**Register map, names as in the netlist**

Bar = 20 um. Other sequential cells in the stronger gray, the rest of the logic in the fainter gray.
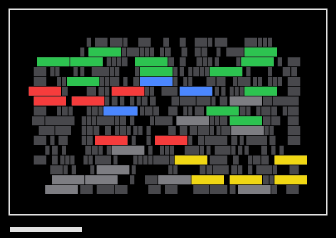
**Track usage over the die**

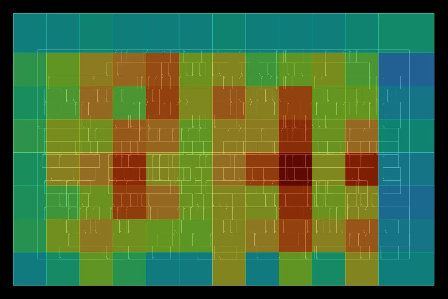
**Routed clock nets over the placement**

Bar = 20 um.
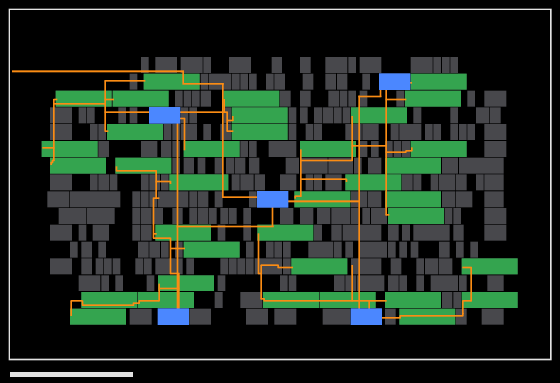
**Gate families picked out**

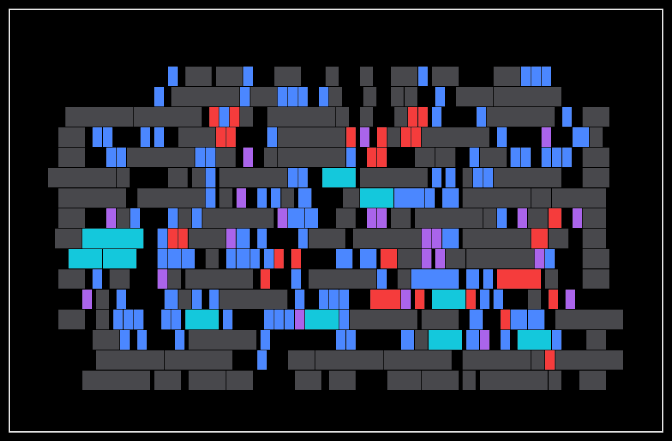
File: src/rtl/cuenta1_secuenciador_pkg.sv
// Shared definitions for the ones-count sequencer: controller states and
// datapath widths.
package cuenta1_secuenciador_pkg;

  localparam int CHUNK_W  = 3;
  localparam int CUENTA_W = 4;

  typedef enum logic [2:0] {
    REPOSO   = 3'd0,
    ARRANQUE = 3'd1,
    ESPERA   = 3'd2,
    ENTREGA  = 3'd3
  } estado_t;

endpackage

File: src/rtl/cuenta1_secuenciador_if.sv
// Word-side handshake of the sequencer: the word in by valid/ready, and the
// total/error result out with its one-cycle valid pulse.
interface cuenta1_secuenciador_if
  import cuenta1_secuenciador_pkg::*;
#(
  parameter int NCHUNK = 4,
  parameter int TW     = 6
);

  logic [CHUNK_W*NCHUNK-1:0] dato_in;
  logic                      valido_in;
  logic                      listo_out;
  logic [TW-1:0]             total;
  logic                      total_valido;
  logic                      error;

  modport master (
    output dato_in, valido_in,
    input  listo_out, total, total_valido, error
  );

  modport slave (
    input  dato_in, valido_in,
    output listo_out, total, total_valido, error
  );

endinterface

File: src/rtl/cuenta1_watchdog.sv
// Per-chunk wait counter: cleared on each start, counts wait cycles, flags the
// first wait cycle and the cycle on which the count reaches TIMEOUT.
module cuenta1_watchdog #(
  parameter int TIMEOUT = 16
) (
  input  logic clk,
  input  logic reset,
  input  logic clr,
  input  logic en,
  output logic primero,
  output logic vence
);

  localparam int CW = $clog2(TIMEOUT + 1);

  logic [CW-1:0] cnt;

  always_ff @(posedge clk or negedge reset) begin
    if (!reset) begin
      cnt <= '0;
    end else if (clr) begin
      cnt <= '0;
    end else if (en && (cnt != CW'(TIMEOUT))) begin
      cnt <= cnt + CW'(1);
    end
  end

  // cnt holds the number of wait cycles already completed, so the cycle
  // whose increment would reach TIMEOUT is the expiring one.
  assign primero = (cnt == '0);
  assign vence   = en && (cnt >= CW'(TIMEOUT - 1));

endmodule

File: src/rtl/cuenta1_secuenciador.sv
// Sequencer for the 3-bit ones counter: splits an accepted word into chunks,
// starts the counter on each, accumulates Cuenta and reports the total.
module cuenta1_secuenciador
  import cuenta1_secuenciador_pkg::*;
#(
  parameter int NCHUNK  = 4,
  parameter int TW      = 6,
  parameter int TIMEOUT = 16
) (
  input  logic                 clk,
  input  logic                 reset,
  cuenta1_secuenciador_if.slave bus,
  output logic [CHUNK_W-1:0]   Valor,
  output logic                 start,
  input  logic [CUENTA_W-1:0]  Cuenta,
  input  logic                 fin,
  output logic                 ocupado
);

  localparam int W  = CHUNK_W * NCHUNK;
  localparam int IW = $clog2(NCHUNK + 1);

  estado_t       estado, estado_sig;
  logic [W-1:0]  dato;
  logic [TW-1:0] acc;
  logic [TW-1:0] acc_sum;
  logic [TW-1:0] total_q;
  logic          err_int;
  logic [IW-1:0] idx;

  logic wd_clr, wd_en, wd_primero, wd_vence;
  logic aceptar, fin_ok, ultimo, abortar;

  cuenta1_watchdog #(.TIMEOUT(TIMEOUT)) u_watchdog (
    .clk     (clk),
    .reset   (reset),
    .clr     (wd_clr),
    .en      (wd_en),
    .primero (wd_primero),
    .vence   (wd_vence)
  );

  // The first wait cycle is a guard: fin may still be high from the previous chunk.
  assign aceptar = (estado == REPOSO) && bus.valido_in;
  assign fin_ok  = (estado == ESPERA) && !wd_primero && fin;
  assign ultimo  = (idx == IW'(NCHUNK - 1));
  assign abortar = (estado == ESPERA) && !fin_ok && wd_vence;
  assign acc_sum = acc + TW'(Cuenta);

  always_ff @(posedge clk or negedge reset) begin
    if (!reset) begin
      estado <= REPOSO;
    end else begin
      estado <= estado_sig;
    end
  end

  always_comb begin
    estado_sig = estado;
    unique case (estado)
      REPOSO: begin
        if (bus.valido_in) estado_sig = ARRANQUE;
      end
      ARRANQUE: begin
        estado_sig = ESPERA;
      end
      ESPERA: begin
        if (fin_ok) begin
          estado_sig = ultimo ? ENTREGA : ARRANQUE;
        end else if (wd_vence) begin
          estado_sig = ENTREGA;
        end
      end
      ENTREGA: begin
        estado_sig = REPOSO;
      end
      default: begin
        estado_sig = REPOSO;
      end
    endcase
  end

  always_ff @(posedge clk or negedge reset) begin
    if (!reset) begin
      dato    <= '0;
      acc     <= '0;
      idx     <= '0;
      total_q <= '0;
      err_int <= 1'b0;
    end else begin
      if (aceptar) begin
        dato <= bus.dato_in;
        acc  <= '0;
        idx  <= '0;
      end
      if (fin_ok) begin
        acc <= acc_sum;
        idx <= idx + IW'(1);
      end
      // Result is captured on the way into ENTREGA so it is valid with the pulse.
      if ((estado == ESPERA) && (estado_sig == ENTREGA)) begin
        total_q <= fin_ok ? acc_sum : acc;
      end
      err_int <= abortar;
    end
  end

  assign wd_clr           = (estado == ARRANQUE);
  assign wd_en            = (estado == ESPERA);
  assign start            = (estado == ARRANQUE);
  assign ocupado          = (estado != REPOSO);
  assign bus.listo_out    = (estado == REPOSO);
  assign bus.total_valido = (estado == ENTREGA);
  assign bus.total        = total_q;
  assign bus.error        = err_int;
  assign Valor            = ((estado == ARRANQUE) || (estado == ESPERA))
                            ? CHUNK_W'(dato >> (CHUNK_W * int'(idx)))
                            : '0;

endmodule

File: src/flat_wrapper.sv
// flat-port wrapper written by rule: the top's interface ports become plain ports
module cuenta1_secuenciador_flat import cuenta1_secuenciador_pkg::*;
#(
  parameter int NCHUNK  = 4,
  parameter int TW      = 6,
  parameter int TIMEOUT = 16
)
  (clk, reset, Valor, start, Cuenta, fin, ocupado, bus_dato_in, bus_valido_in, bus_listo_out, bus_total, bus_total_valido, bus_error);
  cuenta1_secuenciador_if #(.NCHUNK(NCHUNK), .TW(TW)) bus_i ();
  input  logic clk;
  input  logic reset;
  output logic [CHUNK_W-1:0] Valor;
  output logic start;
  input  logic [CUENTA_W-1:0] Cuenta;
  input  logic fin;
  output logic ocupado;
  input wire logic [$bits(bus_i.dato_in)-1:0] bus_dato_in;
  input wire logic [$bits(bus_i.valido_in)-1:0] bus_valido_in;
  output wire logic [$bits(bus_i.listo_out)-1:0] bus_listo_out;
  output wire logic [$bits(bus_i.total)-1:0] bus_total;
  output wire logic [$bits(bus_i.total_valido)-1:0] bus_total_valido;
  output wire logic [$bits(bus_i.error)-1:0] bus_error;
  assign bus_i.dato_in = bus_dato_in;
  assign bus_i.valido_in = bus_valido_in;
  assign bus_listo_out = bus_i.listo_out;
  assign bus_total = bus_i.total;
  assign bus_total_valido = bus_i.total_valido;
  assign bus_error = bus_i.error;
  cuenta1_secuenciador #(.NCHUNK(NCHUNK), .TW(TW), .TIMEOUT(TIMEOUT)) u_core (.clk(clk), .reset(reset), .bus(bus_i), .Valor(Valor), .start(start), .Cuenta(Cuenta), .fin(fin), .ocupado(ocupado));
endmodule
File: config.mk
export PLATFORM = sky130hd
export DESIGN_NAME = cuenta1_secuenciador_flat
export DESIGN_NICKNAME = d
export VERILOG_FILES = /design/src/rtl/cuenta1_secuenciador_pkg.sv /design/src/rtl/cuenta1_secuenciador_if.sv /design/src/rtl/cuenta1_watchdog.sv /design/src/rtl/cuenta1_secuenciador.sv /design/src/flat_wrapper.sv
export SDC_FILE = /design/constraint.sdc
export NUM_CORES = 1
export LEC_CHECK = 0
export ABC_AREA = 1
export CORE_ASPECT_RATIO = 0.6
export CORE_MARGIN = 5
export CORE_UTILIZATION = 52
export CTS_CLUSTER_DIAMETER = 120
export DETAILED_ROUTE_END_ITERATION = 7
export PLACE_DENSITY = 0.84
export SLEW_MARGIN = 25
export SYNTH_ARGS = -nofsm -noshare
export SYNTH_HDL_FRONTEND = slang
export SYNTH_SLANG_ARGS = --single-unit
export TNS_END_PERCENT = 30
File: constraint.sdc
create_clock -name clk -period 2 [get_ports clk]
set_input_delay 0.6 -clock clk [delete_from_list [all_inputs] [get_ports clk]]
set_output_delay 0.6 -clock clk [all_outputs]
set_load 0.01 [all_outputs]
==> qor.csv <==
metric,value,unit
outcome,"complete, no violations",
r2r_end,u_core.bus.total[4],
numSynthFlops,36,
rrSetupSlack,0.29,ns
syn_to_final_growth,30.57,%
lay_top_cells,"nand2_1, dfrtp_1, clkdlybuf4s50_1, nor2_1, o21ai_0",
dieWidth,87.51,um
period_needed,1.931,ns
synth_area,0.001874,mm2
crit_slowest_cell,dfrtp_1,
holdBufCountCts,0,
via_count,1705,
critPathLaunchType,register,
ys_sh_simple,31.64,%
overflow,0,
min_to,u_core.dato[4],
grt_usage,19.83,%
aoi_share,8.077,%
crit_path_end_kind,output pin,
via_per_inst,5.105,
htreeDepth,2,
drt_first_iter_violations,71,
vdd_drop_max,0.6287,mV
crit_required,1.40,ns
final_nets,319,
grt_max_degree,37,
switchingPower,0.0006428,W
cts_buffers,5,
fillers,272,
post_cts.repair.setup_buffers,1,
fin_crit_sh,96.56,%
critPathMaxFanout,3,
maxCapViolCount,0,
synth_cell_type_count,21,
grt_pass1_wl,7.458,mm
powerClk,0.000551,W
clock_skew,0.003162,ns
Back to the opening pictures, 'register map, names as in the netlist':
[u_core.idx] blue | sequential cells: 3
[u_core.acc] red | sequential cells: 6
[u_core.dato] green | sequential cells: 12
[u_core.u_watchdog.cnt] yellow | sequential cells: 5 | where: bottom right

Back to the opening pictures, 'track usage over the die':
most used routing layer: met2
GR Util met1: 27.44%

Back to the opening pictures, 'routed clock nets over the placement':
[flip-flops] green | count: 36
[clock drivers] blue | count: 5
[clock wires] orange | length: 460 um
routed clock nets: 6

Back to the opening pictures, 'gate families picked out':
[inv cells] purple | cells: 22
[nand cells] blue | cells: 110
[fa/ha/maj cells] cyan | cells: 10
[nor cells] red | cells: 27

[flip-flops by register name (all words and copies together), names as in the netlist]
name	cells
u_core.dato	12
u_core.acc	6
u_core.bus.total	6
u_core.u_watchdog.cnt	5
u_core.estado	3
u_core.idx	3
u_core.bus.error	1
[layer usage]
metal / global-route usage, % / wire [um]
met3: 5.263 / 298
met5: 0 / 0
met1: 27.44 / 2054
met4: 10.94 / 113
met2: 27.90 / 1868
[cells in the mapped netlist (all sizes together)]
cell type,n,area [um2]
ha,9,112.6
nand4,4,25.02
nand2,94,370.3
conb,1,3.750
nor3,2,21.27
buf,2,10.01
o22ai,1,6.260
dfrtp,36,900.9
nand3,12,72.57
nor2,25,103.9
o21ai,21,105.1
inv,22,82.57
fa,1,20.02
a21oi,8,40.04
[layout make-up]
cell class              instances  area, um2  area share [%]
inverters                      22      82.58           3.374
clock buffers                   7      96.34           3.937
well taps                      45      56.30           2.301
flip-flops and latches         36      902.1           36.86
multi-input cells             178      889.6           36.35
repair buffers                 46      420.4           17.18
[metrics by stage]
| step | utilization, % | power [W] | worst slack, ns |
|---|---|---|---|
| detailed placement | 69.98 | 0.001487 | -0.2411 |
| global route | 72.77 | 0.002190 | -0.01760 |
| floorplan | - | 0.001256 | 0.2431 |
| finish | 72.77 | 0.002028 | 0.06873 |
| CTS | 73.14 | 0.002044 | -0.2369 |
| global placement | 69.98 | 0.001463 | -0.2108 |
[worst max-delay path: cells and delay by family (launching register included)]
kind	cells	cell delay (ns)
AND-OR/OR-AND	2	0.21
buffers and inverters	2	0.29
flip-flops	1	0.40
AND/OR/NAND/NOR	1	0.14
Power is estimated from default activity; no workload was simulated.
